Fig. 1: gate-type map
The bar under the picture is 20 µm long.
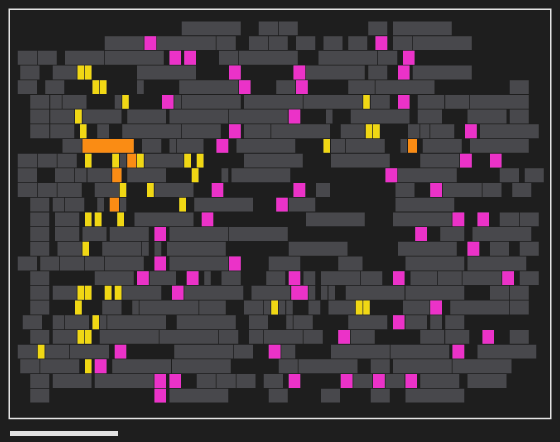
Fig. 2: clock wiring as the flow saved it
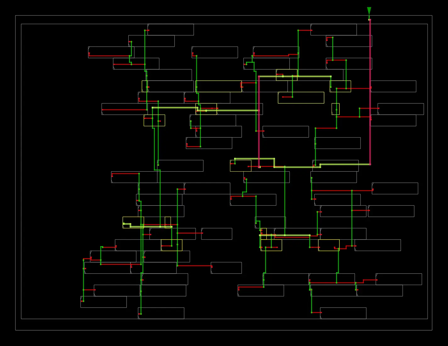
`src/rtl/cskipa_pkg.sv`:
```
// Shared elaboration helpers for the pipelined carry-skip adder.
package cskipa_pkg;

   function automatic int ceil_div(input int a, input int b);
      return (a + b - 1) / b;
   endfunction

   function automatic int min_i(input int a, input int b);
      return (a < b) ? a : b;
   endfunction

   // Number of skip blocks covering the operand.
   function automatic int num_blocks(input int width, input int block);
      return ceil_div(width, block);
   endfunction

   // Blocks owned by each pipeline stage.
   function automatic int blocks_per_stage(input int nb, input int stages);
      return ceil_div(nb, stages);
   endfunction

   // Width of the most significant block; a full block when WIDTH divides evenly.
   function automatic int last_bw(input int width, input int block);
      return ((width % block) == 0) ? block : (width % block);
   endfunction

endpackage

```
`src/rtl/cskip_block.sv`:
```
// One carry-skip block: ripple sum plus a skip mux on the all-propagate case.
module cskip_block #(
   parameter int BW = 4
) (
   input  logic [BW-1:0] a,
   input  logic [BW-1:0] b,
   input  logic          cin,
   output logic [BW-1:0] sum,
   output logic          cout
);

   // Ripple through the block, then bypass the chain when every bit propagates.
   always_comb begin
      logic rc;
      sum = '0;
      rc  = cin;
      for (int i = 0; i < BW; i++) begin
         sum[i] = a[i] ^ b[i] ^ rc;
         rc     = (a[i] & b[i]) | (rc & (a[i] ^ b[i]));
      end
      cout = (&(a ^ b)) ? cin : rc;
   end

endmodule

```
`src/rtl/cskipa_pipe.sv`:
```
// Pipelined carry-skip adder with valid/ready handshake and full backpressure.
module cskipa_pipe
   import cskipa_pkg::*;
#(
   parameter int WIDTH  = 25,
   parameter int BLOCK  = 4,
   parameter int STAGES = 2
) (
   input  logic             i_clk,
   input  logic             i_rst,
   input  logic             i_valid,
   output logic             o_ready,
   input  logic [WIDTH-1:0] i_add_term1,
   input  logic [WIDTH-1:0] i_add_term2,
   input  logic             i_cin,
   output logic             o_valid,
   input  logic             i_ready,
   output logic [WIDTH-1:0] o_sum,
   output logic             o_cout,
   output logic             o_ovf
);

   localparam int NB  = num_blocks(WIDTH, BLOCK);
   localparam int BPS = blocks_per_stage(NB, STAGES);
   localparam int LBW = last_bw(WIDTH, BLOCK);

   // Carry into the next unresolved block, sum bits resolved so far, operands.
   typedef struct packed {
      logic             c;
      logic [WIDTH-1:0] sum;
      logic [WIDTH-1:0] a;
      logic [WIDTH-1:0] b;
   } stage_t;

   stage_t            dq [STAGES];   // stage registers; the last one drives the outputs
   stage_t            so [STAGES];   // combinational result of each stage's blocks
   logic [STAGES-1:0] vld_q;
   logic [STAGES:0]   vld_pipe;      // [0] is the incoming valid, [k+1] is stage k
   logic [STAGES:0]   ld;            // ld[k]: stage k register may load this cycle
   logic              ovf_q;
   logic              ovf_n;

   assign vld_pipe = {vld_q, i_valid};

   for (genvar k = 0; k < STAGES; k++) begin : g_stg
      // Stages past the last block just forward their contents.
      localparam int LO  = min_i(k * BPS, NB);
      localparam int HI  = min_i((k + 1) * BPS, NB);
      localparam int LOB = LO * BLOCK;
      localparam int HIB = min_i(HI * BLOCK, WIDTH);

      stage_t           si;
      logic [WIDTH-1:0] bs;
      logic             c_out;

      if (k == 0) begin : g_in
         assign si = {i_cin, {WIDTH{1'b0}}, i_add_term1, i_add_term2};
      end else begin : g_reg
         assign si = dq[k-1];
      end

      // Sum bits outside this stage's range are still zero here, so OR-merging is exact.
      for (genvar i = 0; i < WIDTH; i++) begin : g_zero
         if (i < LOB || i >= HIB) begin : g_z
            assign bs[i] = 1'b0;
         end
      end

      for (genvar j = LO; j < HI; j++) begin : g_blk
         localparam int BW = (j == NB - 1) ? LBW : BLOCK;
         localparam int BL = j * BLOCK;
         logic ci;
         logic co;
         if (j == LO) begin : g_c0
            assign ci = si.c;
         end else begin : g_cn
            assign ci = g_blk[j-1].co;
         end
         cskip_block #(.BW(BW)) u_blk (
            .a    (si.a[BL +: BW]),
            .b    (si.b[BL +: BW]),
            .cin  (ci),
            .sum  (bs[BL +: BW]),
            .cout (co)
         );
      end

      if (HI > LO) begin : g_cy
         assign c_out = g_blk[HI-1].co;
      end else begin : g_cp
         assign c_out = si.c;
      end

      assign so[k] = {c_out, si.sum | bs, si.a, si.b};
   end

   assign ovf_n = (so[STAGES-1].a[WIDTH-1] & so[STAGES-1].b[WIDTH-1] & ~so[STAGES-1].sum[WIDTH-1]) |
                  (~so[STAGES-1].a[WIDTH-1] & ~so[STAGES-1].b[WIDTH-1] & so[STAGES-1].sum[WIDTH-1]);

   // Ready chain from the consumer back to the producer: a stage loads when empty or draining.
   always_comb begin
      ld         = '0;
      ld[STAGES] = i_ready;
      for (int k = STAGES - 1; k >= 0; k--)
         ld[k] = !vld_pipe[k+1] || ld[k+1];
   end

   assign o_ready = ld[0];

   // Stage registers: shift forward where allowed, hold otherwise.
   always_ff @(posedge i_clk) begin
      if (i_rst) begin
         vld_q <= '0;
         ovf_q <= 1'b0;
         for (int k = 0; k < STAGES; k++)
            dq[k] <= '0;
      end else begin
         for (int k = 0; k < STAGES; k++) begin
            if (ld[k]) begin
               vld_q[k] <= vld_pipe[k];
               if (vld_pipe[k])
                  dq[k] <= so[k];
            end
         end
         if (ld[STAGES-1] && vld_pipe[STAGES-1])
            ovf_q <= ovf_n;
      end
   end

   assign o_valid = vld_pipe[STAGES];
   assign o_sum   = dq[STAGES-1].sum;
   assign o_cout  = dq[STAGES-1].c;
   assign o_ovf   = ovf_q;

endmodule

```
`config.mk`:
```
export PLATFORM = sky130hd
export DESIGN_NAME = cskipa_pipe
export DESIGN_NICKNAME = d
export VERILOG_FILES = /design/src/rtl/cskipa_pkg.sv /design/src/rtl/cskip_block.sv /design/src/rtl/cskipa_pipe.sv
export SDC_FILE = /design/constraint.sdc
export NUM_CORES = 1
export LEC_CHECK = 0
export CORE_ASPECT_RATIO = 0.75
export CORE_UTILIZATION = 51
export CTS_CLUSTER_DIAMETER = 40
export DETAILED_ROUTE_END_ITERATION = 10
export PLACE_DENSITY = 0.81
export SLEW_MARGIN = 20
export SYNTH_ARGS = -nofsm -noshare
export SYNTH_HDL_FRONTEND = slang
export SYNTH_SLANG_ARGS = --single-unit
```
`constraint.sdc`:
```
create_clock -name i_clk -period 10 [get_ports i_clk]
set_clock_uncertainty 0.15 [all_clocks]
set_input_delay 2 -clock i_clk [delete_from_list [all_inputs] [get_ports i_clk]]
set_output_delay 2 -clock i_clk [all_outputs]
set_load 0.03 [all_outputs]
```
==> metrics.cfg <==
[clock_tree]
cts_hold_buf=0
root_buffer=clkbuf_8

[sta]
maxSlewViolCount=0
worst_slack_ns=1.28
period_needed_ns=8.72

[logic_synthesis]
adder_share=0.225
ff_type=edfxtp_1
edf_count=61
syn_area_per_cell_um2=13.3
syn_inst=277
aoi_share=0.0147
ys_types=23
top_cell=edfxtp_1
synth.cell_area_um2=3670
yosysWarnings=0

[finish]
finalInstanceArea_um2=4630

[critical_path]
rr_worst_depth=17
cp_slowest_stage_delay_ns=0.51
r2r_end=o_ovf
endpoint_kind=flip-flop
path_class=primary input to flip-flop
arrival_ns=8.73
critPathRequiredTime_ns=10.01

[job]
cap_viol_max_count=0

[detailed_routing]
top_layer=met4
viasPerCell=4.54

[global_routing]
grt_max_degree=31

[min_path]
min_to=o_ovf

[outcome]
status=finished clean

[placement]
io_buffer_count=83
dp_slack_ns=0.904

[floorplanning]
fp_util=0.532
core_um2=6900
fp.dieH_um=75.5

## Picture notes: Fig. 1
[orange] aoi and oai cells | cells: 5 | most used: o21ai_0
[magenta] and/or cells | cells: 53 | most used: and2_1
[yellow] inv cells | cells: 37 | most used: inv_1

## Picture notes: Fig. 2
final-layout clock buffer total: 10
Clock net power: 228 µW
Num CTS Buffers: 9
Late-Pin Clk Latency: 0.33 ns
registers: 64

sequential cells by signal, summed over array words and instances, names as in the netlist:
| name | flops |
|---|---|
| vld_q | 2 |
| dq | 61 |
| o_ovf | 1 |
logic make-up after synthesis:
group / after synthesis
AND-OR/OR-AND: 6
adder cells (fa/ha/maj): 51
buffers and inverters: 68
flip-flops: 64
multiplexers: 5
AND/OR/NAND/NOR: 83
cell usage in the layout, fill, tap and decap left out:
cell type | netlist | final
mux2_2 | 2 | 2
a221oi_4 | 1 | 1
a21o_1 | 1 | 1
nor2_1 | 17 | 17
nand4_1 | 6 | 6
clkinv_1 | 0 | 2
clkinv_2 | 0 | 1
fa_1 | 25 | 25
clkbuf_1 | 5 | 1
edfxtp_1 | 61 | 61
and2_1 | 51 | 51
mux2i_1 | 3 | 3
buf_4 | 25 | 3
ha_1 | 26 | 26
a21oi_1 | 1 | 1
nor3_4 | 1 | 1
nand2_1 | 2 | 2
and2_4 | 1 | 1
nand2b_1 | 3 | 3
nor2b_4 | 1 | 1
o21ai_0 | 3 | 3
bufinv_16 | 0 | 2
dfxtp_1 | 3 | 3
clkbuf_8 | 0 | 9
clkdlybuf4s50_1 | 0 | 83
or3_1 | 1 | 1
inv_1 | 37 | 37
worst max-delay path by stage:
stage,from,endpoint,slack [ns],depth (start not counted)
2_1_floorplan,i_add_term1[0],dq[0][75],2.03,35
3_3_place_gp,i_add_term1[0],dq[0][75],1.19,36
3_5_place_dp,i_add_term1[0],dq[0][75],0.90,36
4_1_cts,i_add_term1[0],dq[0][75],1.24,36
5_1_grt,i_add_term1[0],dq[0][75],0.75,36
6_report,i_add_term1[0],dq[0][75],1.28,36
metal layers:
layer  up-vias  global-route usage
met3         5              0.0523
met1       956               0.202
met4         0              0.0531
met5         -                   0
met2        69               0.330
li1        990                   -
critical path, delay by kind of cell:
kind / cells / cell delay [ns]
AND/OR/NAND/NOR: 2 / 0.27
buffers and inverters: 14 / 1.34
adder cells (fa/ha/maj): 16 / 4.29
AND-OR/OR-AND: 2 / 0.37
multiplexers: 2 / 0.47
where the power goes:
part           internal, µW  switching, µW  leakage [µW]
Sequential              323           9.34      0.000685
Combinational          63.3           68.5       0.00119
Clock                   137           91.4      0.000101
final cells by class:
class | instances | area share
timing repair buffer | 86 | 0.184
sequential | 64 | 0.409
inverter | 37 | 0.0300
clock inverter | 5 | 0.0157
multi-input combinational | 145 | 0.307
tap | 98 | 0.0265
clock buffer | 10 | 0.0276
per-stage QoR:
step                power (µW)  instances  hold WS, ns
global placement           465        430        0.347
CTS                        699        445        0.353
global route               726        445        0.370
floorplan                  420        277        0.334
detailed placement         472        430        0.337
finish                     692        445        0.347
Power is estimated from default activity; no workload was simulated.
